### Clock nets, run 1

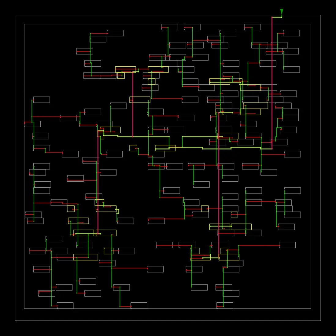
### Gate-type map, run 1

The bar under the picture is 50 um long.
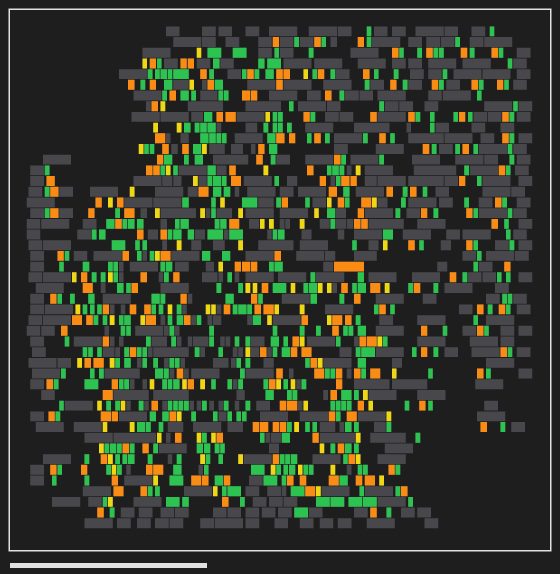
### Cells coloured by class, run 1

The bar under the picture is 50 um long.
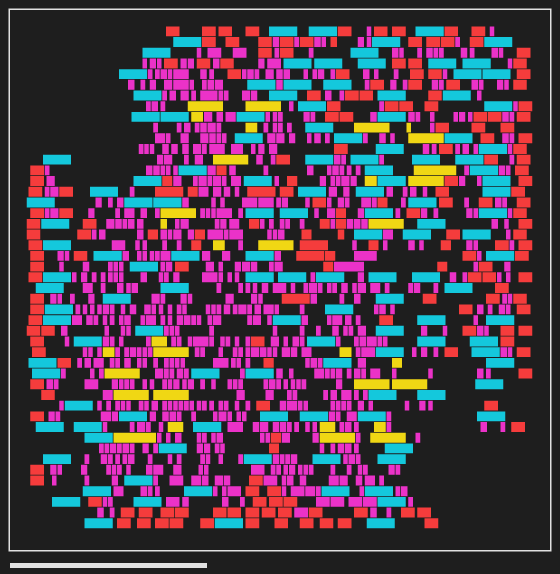
**src/rtl/instr_fetch_pkg.sv**
```systemverilog
// riscv_definitions: fetch FSM states, NOP constant, data bus union and alignment helper
package riscv_definitions;
  typedef enum logic [1:0] {FETCH, WAIT, DROP} fetchState_e;
  localparam logic [31:0] NOP_INSTR = 32'h0000_0013;
  typedef union packed {
    logic [31:0] word;
    logic [3:0][7:0] bytes;
  } dataBus_u;
  function automatic logic [31:0] word_align(input logic [31:0] a);
    return a & 32'hFFFF_FFFC;
  endfunction
endpackage

```
**src/rtl/instr_fetch_skid_buffer.sv**
```systemverilog
// fetch_skid_buffer: one-entry {pc,instr} holding slot (clk,rst,flush,load,unload,load_pc,load_instr -> valid,pc,instr), built only with FETCH_SKID_EN
`ifdef FETCH_SKID_EN
module fetch_skid_buffer (
  input  logic        clk,
  input  logic        rst,
  input  logic        flush,
  input  logic        load,
  input  logic        unload,
  input  logic [31:0] load_pc,
  input  logic [31:0] load_instr,
  output logic        valid,
  output logic [31:0] pc,
  output logic [31:0] instr
);
  always_ff @(posedge clk)
    valid <= (rst || flush) ? 1'b0 : load ? 1'b1 : unload ? 1'b0 : valid;
  always_ff @(posedge clk)
    if (load) begin
      pc    <= load_pc;
      instr <= load_instr;
    end
endmodule
`endif

```
**src/rtl/instr_fetch.sv**
```systemverilog
// instr_fetch: fetch PC, one-outstanding imem requests, redirect/squash and IF/ID register (imem_* bus, branch_taken/jump_addr/stall in, if_valid/if_pc/if_instr out; FETCH_SKID_EN adds a stall skid buffer)
module instr_fetch
  import riscv_definitions::*;
#(
  parameter logic [31:0] RESET_PC = 32'h0000_0000
) (
  input  logic        clk,
  input  logic        rst,
  input  logic        branch_taken,
  input  dataBus_u    jump_addr,
  input  logic        stall,
  output logic        imem_req,
  output logic [31:0] imem_addr,
  input  logic        imem_ready,
  input  logic        imem_rvalid,
  input  logic [31:0] imem_rdata,
  output logic        if_valid,
  output dataBus_u    if_pc,
  output logic [31:0] if_instr
);
  fetchState_e state_q, state_d;
  logic [31:0] pc_q, pc_d, out_pc_q, out_pc_d, target;
  logic redir, accept, issue_ok, deliver, stall_rsp, replay;
  logic skid_valid;
  logic [31:0] skid_pc, skid_instr;
  logic        nxt_valid;
  logic [31:0] nxt_pc, nxt_instr;
  assign target    = word_align(jump_addr.word);
  assign redir     = branch_taken && !stall;
  assign imem_addr = redir ? target : pc_q;
  assign issue_ok  = !rst && !stall && !skid_valid;
  assign imem_req  = issue_ok && (state_q == FETCH || imem_rvalid);
  assign accept    = imem_req && imem_ready;
  assign stall_rsp = state_q == WAIT && imem_rvalid && stall;
  assign deliver   = state_q == WAIT && imem_rvalid && !stall && !redir;
`ifdef FETCH_SKID_EN
  assign replay = 1'b0;
  fetch_skid_buffer u_skid (
    .clk        (clk),
    .rst        (rst),
    .flush      (redir),
    .load       (stall_rsp),
    .unload     (skid_valid && !stall),
    .load_pc    (out_pc_q),
    .load_instr (imem_rdata),
    .valid      (skid_valid),
    .pc         (skid_pc),
    .instr      (skid_instr)
  );
`else
  assign replay     = stall_rsp;
  assign skid_valid = 1'b0;
  assign skid_pc    = 32'h0;
  assign skid_instr = NOP_INSTR;
`endif
  always_comb begin
    state_d   = (state_q == FETCH || imem_rvalid) ? (accept ? WAIT : FETCH)
              : (state_q == WAIT && redir) ? DROP : state_q;
    pc_d      = accept ? imem_addr + 32'd4 : redir ? target : replay ? out_pc_q : pc_q;
    out_pc_d  = accept ? imem_addr : out_pc_q;
    nxt_valid = !redir && (skid_valid || deliver);
    nxt_pc    = redir ? 32'h0 : skid_valid ? skid_pc : deliver ? out_pc_q : 32'h0;
    nxt_instr = redir ? NOP_INSTR : skid_valid ? skid_instr : deliver ? imem_rdata : NOP_INSTR;
  end
  always_ff @(posedge clk)
    if (rst) begin
      state_q  <= FETCH;
      pc_q     <= RESET_PC;
      out_pc_q <= 32'h0;
    end else begin
      state_q  <= state_d;
      pc_q     <= pc_d;
      out_pc_q <= out_pc_d;
    end
  always_ff @(posedge clk)
    if (rst) begin
      if_valid   <= 1'b0;
      if_pc.word <= 32'h0;
      if_instr   <= NOP_INSTR;
    end else if (!stall) begin
      if_valid   <= nxt_valid;
      if_pc.word <= nxt_pc;
      if_instr   <= nxt_instr;
    end
endmodule

```
**config.mk**
```make
export PLATFORM = sky130hd
export DESIGN_NAME = instr_fetch
export DESIGN_NICKNAME = d
export VERILOG_FILES = /design/src/rtl/instr_fetch_pkg.sv /design/src/rtl/instr_fetch_skid_buffer.sv /design/src/rtl/instr_fetch.sv
export SDC_FILE = /design/constraint.sdc
export NUM_CORES = 1
export LEC_CHECK = 0
export ABC_AREA = 1
export CORE_MARGIN = 4
export CORE_UTILIZATION = 40
export DETAILED_ROUTE_END_ITERATION = 16
export PLACE_DENSITY = 0.67
export SYNTH_ARGS = -nofsm -noshare
export SYNTH_HDL_FRONTEND = slang
export SYNTH_SLANG_ARGS = --single-unit
```
**constraint.sdc**
```tcl
create_clock -name clk -period 2.35 [get_ports clk]
set_input_delay 0.235 -clock clk [delete_from_list [all_inputs] [get_ports clk]]
set_output_delay 0.235 -clock clk [all_outputs]
set_load 0.01 [all_outputs]
```
==> notes.org, run 1 <==
#+TITLE: Synthesis and PnR summary

** Final layout
- Data-path buffer share of cell area in the final layout :: 0.2063
- After the last flow step, the layout net total stands at about 1,200.
- Per the layout area report, the combinational gate area comes to approximately 3400 um^2.
- The final antenna diode tally reported by the flow is 0.
- Of the cells placed in the final design, the portion with a size suffix greater than 1 is 0.1175.
- Area used by sequential logic in the layout :: between 2000 and 3000 um^2

** Clocking
- Per the CTS log, the maximum H-tree level is 4.
- Number of buffers inserted for hold repair after clock tree synthesis :: 0
- Total number of clock tree sinks :: roughly 130
- CTS Root Cell :: clkbuf_16
- In this run the post-CTS setup repair buffer count came out at 0.

** Detailed routing
- Post-detailed-route via-to-cell ratio :: between 4 and 5
- Antenna Nets Post-Route :: 0
- The detailed router reported a total wirelength of between 20,000 and 25,000 um.
- Dividing the detail-routed wire length by the instance count gives about 15 um.
- Remaining routing DRC violations :: 0
- The routed design uses 9025 um of met2 wire.

** Run status
- The flow ran to the end, and the final reports show no timing, DRC or antenna violations.

** Worst setup path
- The arrival time of data at the worst endpoint is listed as 1.91 ns.
- Crit path max fanout :: 4
- Flop-to-flop setup slack :: around 0.47 ns
- Number of cells on the worst reg-to-reg path :: 8
- Endpoint of the lowest-slack register-to-register path :: pc_q[24]
- Type of element launching the critical path :: flip-flop
- In this run the worst setup path terminates at imem_req.
- Source of the critical timing path :: state_q[1]

** Logic synthesis
- Counting flops with an async set or reset pin after synthesis yields a share of 0.
- Yosys top cell by area :: dfxtp_1
- Area fraction of the dominant cell type after synthesis :: 0.3918
- Netlist cell types :: 33
- Number of enable-type register cells in the synthesized netlist :: 0
- The synthesis log from Yosys contains 0 warnings.
- Cell types with the highest counts after synthesis :: nand2_1, dfxtp_1, a21oi_1, inv_1, nor2_1
- Proportion of synthesized chip area in sequential cells :: 0.3918

** Die
- Die Span Y :: approximately 140 um
- In this run the core area contains 47 standard-cell rows.
- # Taps :: ~220
- DIE WIDTH :: 137.4 um
- After floorplanning, the core was sized to cover ~16,000 um^2.
- between 150 and 200 I/O pins were placed.

** STA
- Final TNS setup :: 0 ns
- The max-slew check reports its worst relative slack as 0.3929.
- Highest achievable clock rate :: around 470 MHz
- Unrepaired setup endpoints after global routing :: no
- Post-route clock period utilization :: 0.9130

** Pwr
- Power per unit of standard cell area :: approximately 650 nW/um^2

** Job
- The number of maximum-capacitance violations recorded for the run is 0.

** Global route
- Grt total ovfl :: 0

** Placed design
- For this run the detailed placement stage logged an HPWL of between 10,000 and 15,000 um.
- Area post-placement :: about 8600 um^2

** Min path
- Worst hold path startpoint :: rst
Back to the opening pictures, 'Clock nets':
power in the clock group: 0.00269 W
count of sequential standard cells: 131
clk_buf instances: 18
CTS Buf Count: 17

Back to the opening pictures, 'Gate-type map':
Key: yellow = inverters [cells 90, most used inv_1]; green = NAND gates [cells 412, most used nand2_1, where all over the die]; orange = inverting AOI/OAI gates [cells 203, most used a21oi_1, where all over the die]
final instance count without filler cells: 1,377
most numerous logic cell after layout: nand2_1
Comb area share: 0.3753

Back to the opening pictures, 'Cells coloured by class':
Key: red = other buffers and delay cells [cells 190]; magenta = combinational and other logic [cells 804]; yellow = clock drivers and dummy loads [cells 32]; cyan = flops [cells 131]
final instance area: 9159 um^2
fraction of area in registers: 0.2863

## run 1: state kept, by name, summed over array words and instances (netlist names)
signal,flops
if_instr,32
out_pc_q,32
pc_q,32
if_pc,32
state_q,2
if_valid,1
## run 1: through the flow
stage               hold slack [ns]  instances  power (W)
floorplan                    0.3646        995   0.002880
global placement             0.4444       1345   0.003264
detailed placement           0.4517       1345   0.003267
CTS                          0.1264       1377   0.005972
global route                 0.1388       1377   0.006156
finish                       0.1396       1377   0.005916
## run 1: cell usage in the layout (no fill, tap or decap), types with 4 or more instances in the layout
cell and count:
nor2_1 77, inv_6 4, dfxtp_1 131, clkdlybuf4s50_1 162
o21ai_1 5, o21ai_0 66, inv_1 85, nand3_2 19
a211oi_1 24, nand2_2 32, nand4_1 7, nor2_4 8
nor2_2 6, inv_2 5, clkbuf_16 17, nand3_1 37
buf_4 21, a31oi_1 6, buf_12 5, nand2_1 312
a21oi_1 93
## run 1: layer usage
metal | up-vias | GRT usage
met5 | - | 0
met4 | 0 | 0.07483
met3 | 29 | 0.04091
met2 | 215 | 0.3384
met1 | 3032 | 0.2920
li1 | 3495 | -
## run 1: critical path: stages (launching register included)
cell	delay, ns
dfxtp_1	0.33
o21ai_1	0.21
nand2_1	0.09
nor2_1	0.26
clkdlybuf4s50_1	0.60
## run 1: report_power, final
part,switching [W],internal (W),total [W]
logic,0.000504,0.000378,0.000882
clock network,0.00109,0.00160,0.00269
registers,0.0000412,0.00230,0.00234
total,0.00164,0.00428,0.00592
## run 1: cell families after synthesis
kind of cell,after synthesis,share of synthesized area
AOI/OAI and AO/OA,203,0.1655
xor gates and xnor gates,1,0.001309
adders and majority gates,1,0.001869
buffers and inverters,150,0.09684
DFF,131,0.3918
and+or+nand+nor,509,0.3427
==> run 2: changes to the inputs <==
CORE_UTILIZATION = 45   (was 40)
PLACE_DENSITY = 0.74   (was 0.67)
### Cells coloured by class, run 2

The bar under the picture is 50 um long.
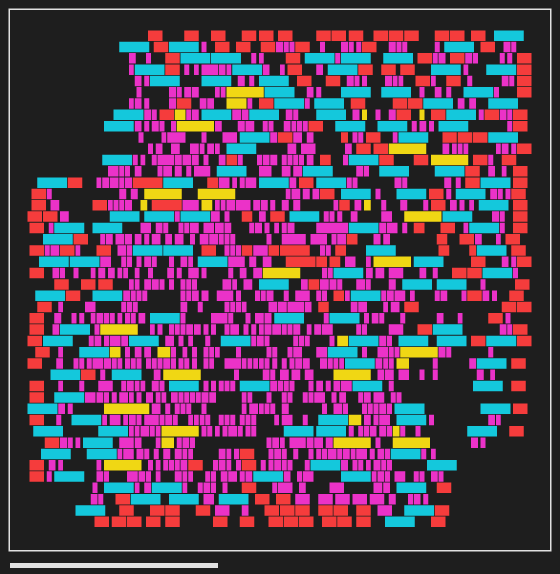
Key: red = other buffers and delay cells [cells 185]; magenta = combinational and other logic [cells 804]; yellow = clock drivers and dummy loads [cells 32]; cyan = flops [cells 131]

### Floorplan with the power grid, run 2

Pins as bars on the die edge. Tap cells in grey.
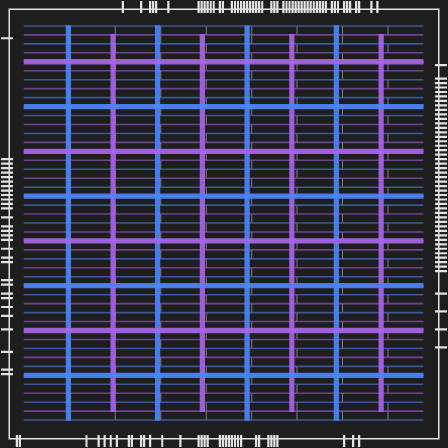
Key: blue = VSS; purple = VDD
184 tap cells. 8 straps on met5. The core has 44 rows. 8 straps on met4.

### Clock network drawn from the DEF, run 2

The bar under the picture is 50 um long.
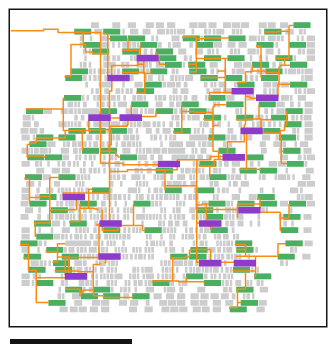
Key: purple = clock drivers [count 17]; orange = clock wires [length 1,690 um]; green = flip-flops [count 131]
Position of the flops: all over the die. There are 18 routed clock nets.

==> notes.org, run 2 <==
#+TITLE: Synthesis and PnR summary

** Logic synthesis
- Proportion of synthesized chip area in sequential cells :: 0.3918 (unchanged)
- Ys async rst share :: 0 (unchanged)
- Ranked by instance count, the synthesized netlist is headed by nand2_1, dfxtp_1, a21oi_1, inv_1, nor2_1.
- YS warnings :: 0 (unchanged)
- Number of enable-type register cells in the synthesized netlist :: 0 (unchanged)
- Netlist cell types :: 33 (unchanged)
- Area fraction of the dominant cell type after synthesis :: 0.3918 (unchanged)

** STA
- Unrepaired setup endpoints after global routing :: no
- Post-route clock period utilization :: 0.9249 (+0.01187)

** Placed design
- The detailed placement HPWL is 13,430 um (-3.9%).
- The placement-stage cell area is 8467 um^2 (-1.1%).

** Die
- The die width was 130.0 um (-5.4%).
- The number of placement rows came to 44 (-6.4%).
- Die Span Y :: 130.0 um (-5.4%)

** Final layout
- Post-layout net count :: 1,210 (-0.41%)
- The total inserted antenna cells came to 0 (unchanged).
- By instance count after routing, the leading logic cell type is nand2_1.
- Top library cells by usage in the layout, fill and taps aside :: nand2_1, clkdlybuf4s50_1, dfxtp_1
- Share of layout cells above drive strength 1 :: 0.1128 (-0.004698)
- Final instance area :: 9024 um^2 (-1.5%)

** Worst setup path
- Crit path max fanout :: 4 (unchanged)
- STA classifies the critical path startpoint as a flip-flop.
- The critical path arrival was 1.94 ns (+0.03 ns).
- Worst setup path endpoint :: imem_req

** Job
- The reported max-cap violation count was 0 (unchanged).

** Clocking
- The hold buffer count at CTS came to 0 (unchanged).
- The total CTS buffers came to 17 (unchanged).
- Total number of clock tree sinks :: 131 (unchanged)
- CTS Root Cell :: clkbuf_16
- Depth of the CTS H-tree :: 4 (unchanged)

** Detailed routing
- The DRC violation count after routing was 0 (unchanged).
- The wire length per cell came to 14.65 um (about the same).
- Final WL :: 19,570 um (-2.9%)

** Pwr
- Switching part of the total :: 0.2710 (-0.005651)
- The part of the total power dissipated in combinational logic came to 0.153 (+0.004).
- P_sw :: 0.001544 W (-5.7%)
- The internal power contribution was 0.004153 W (-2.9%).
- Total Power :: 0.005697 W (-3.7%)

** Run status
- Result of the run :: finished, final reports clean

** Min path
- For the worst min-delay path, the startpoint reported by OpenROAD is rst.

** Global route
- Grt total ovfl :: 0 (unchanged)
run 2: cell counts after synthesis:
Identical to the previous run, type by type.
run 2: worst max-delay path, cell delays in order, from the launching register on:
cell	delay, ns
dfxtp_1	0.33
o21ai_1	0.23
nand2_1	0.08
nor2_1	0.28
clkdlybuf4s50_1	0.61
run 2: cell families (layout without fill, tap and decap cells):
family | Yosys count | count (layout) | synth area share
flops | 131 | 131 | 0.3918
compound gates | 203 | 203 | 0.1655
xor+xnor | 1 | 1 | 0.001309
buf+inv | 150 | 307 | 0.09684
simple gates | 509 | 509 | 0.3427
fa+ha+maj | 1 | 1 | 0.001869
run 2: power groups by stage:
stage | clock, W | sequential, W | combinational, W
after global routing | 0.00262 | 0.00235 | 0.000959
after floorplan | 0 | 0.00238 | 0.000499
after detailed placement | 0 | 0.00239 | 0.000864
after global placement | 0 | 0.00239 | 0.000862
after CTS | 0.00252 | 0.00234 | 0.000871
final | 0.00248 | 0.00234 | 0.000872
run 2: area by class of cell:
type / count / area, um^2
Multi-Input combinational cell: 714 / 3437
Timing Repair Buffer: 185 / 1839
Sequential cell: 131 / 2623
Fill cell: 1351 / 5510
Clock buffer: 20 / 446.7
Clock inverter: 12 / 110.1
Tap cell: 184 / 230.2
Inverter: 90 / 337.8
run 2: metal layers:
layer	vias up	GRT usage	wire (um)
met1	3025	0.3235	8954
met4	0	0.07335	281
met3	23	0.05035	1440
met2	211	0.3543	8896
met5	-	0	0
li1	3491	-	-
run 2: stage by stage:
step / worst slack (ns) / cells
final: 0.1766 / 1336
after global routing: 0.08112 / 1336
after CTS: 0.1944 / 1336
after detailed placement: 0.1781 / 1304
after global placement: 0.1850 / 1304
after floorplan: 0.4851 / 995
Power and IR drop assume default switching activity.
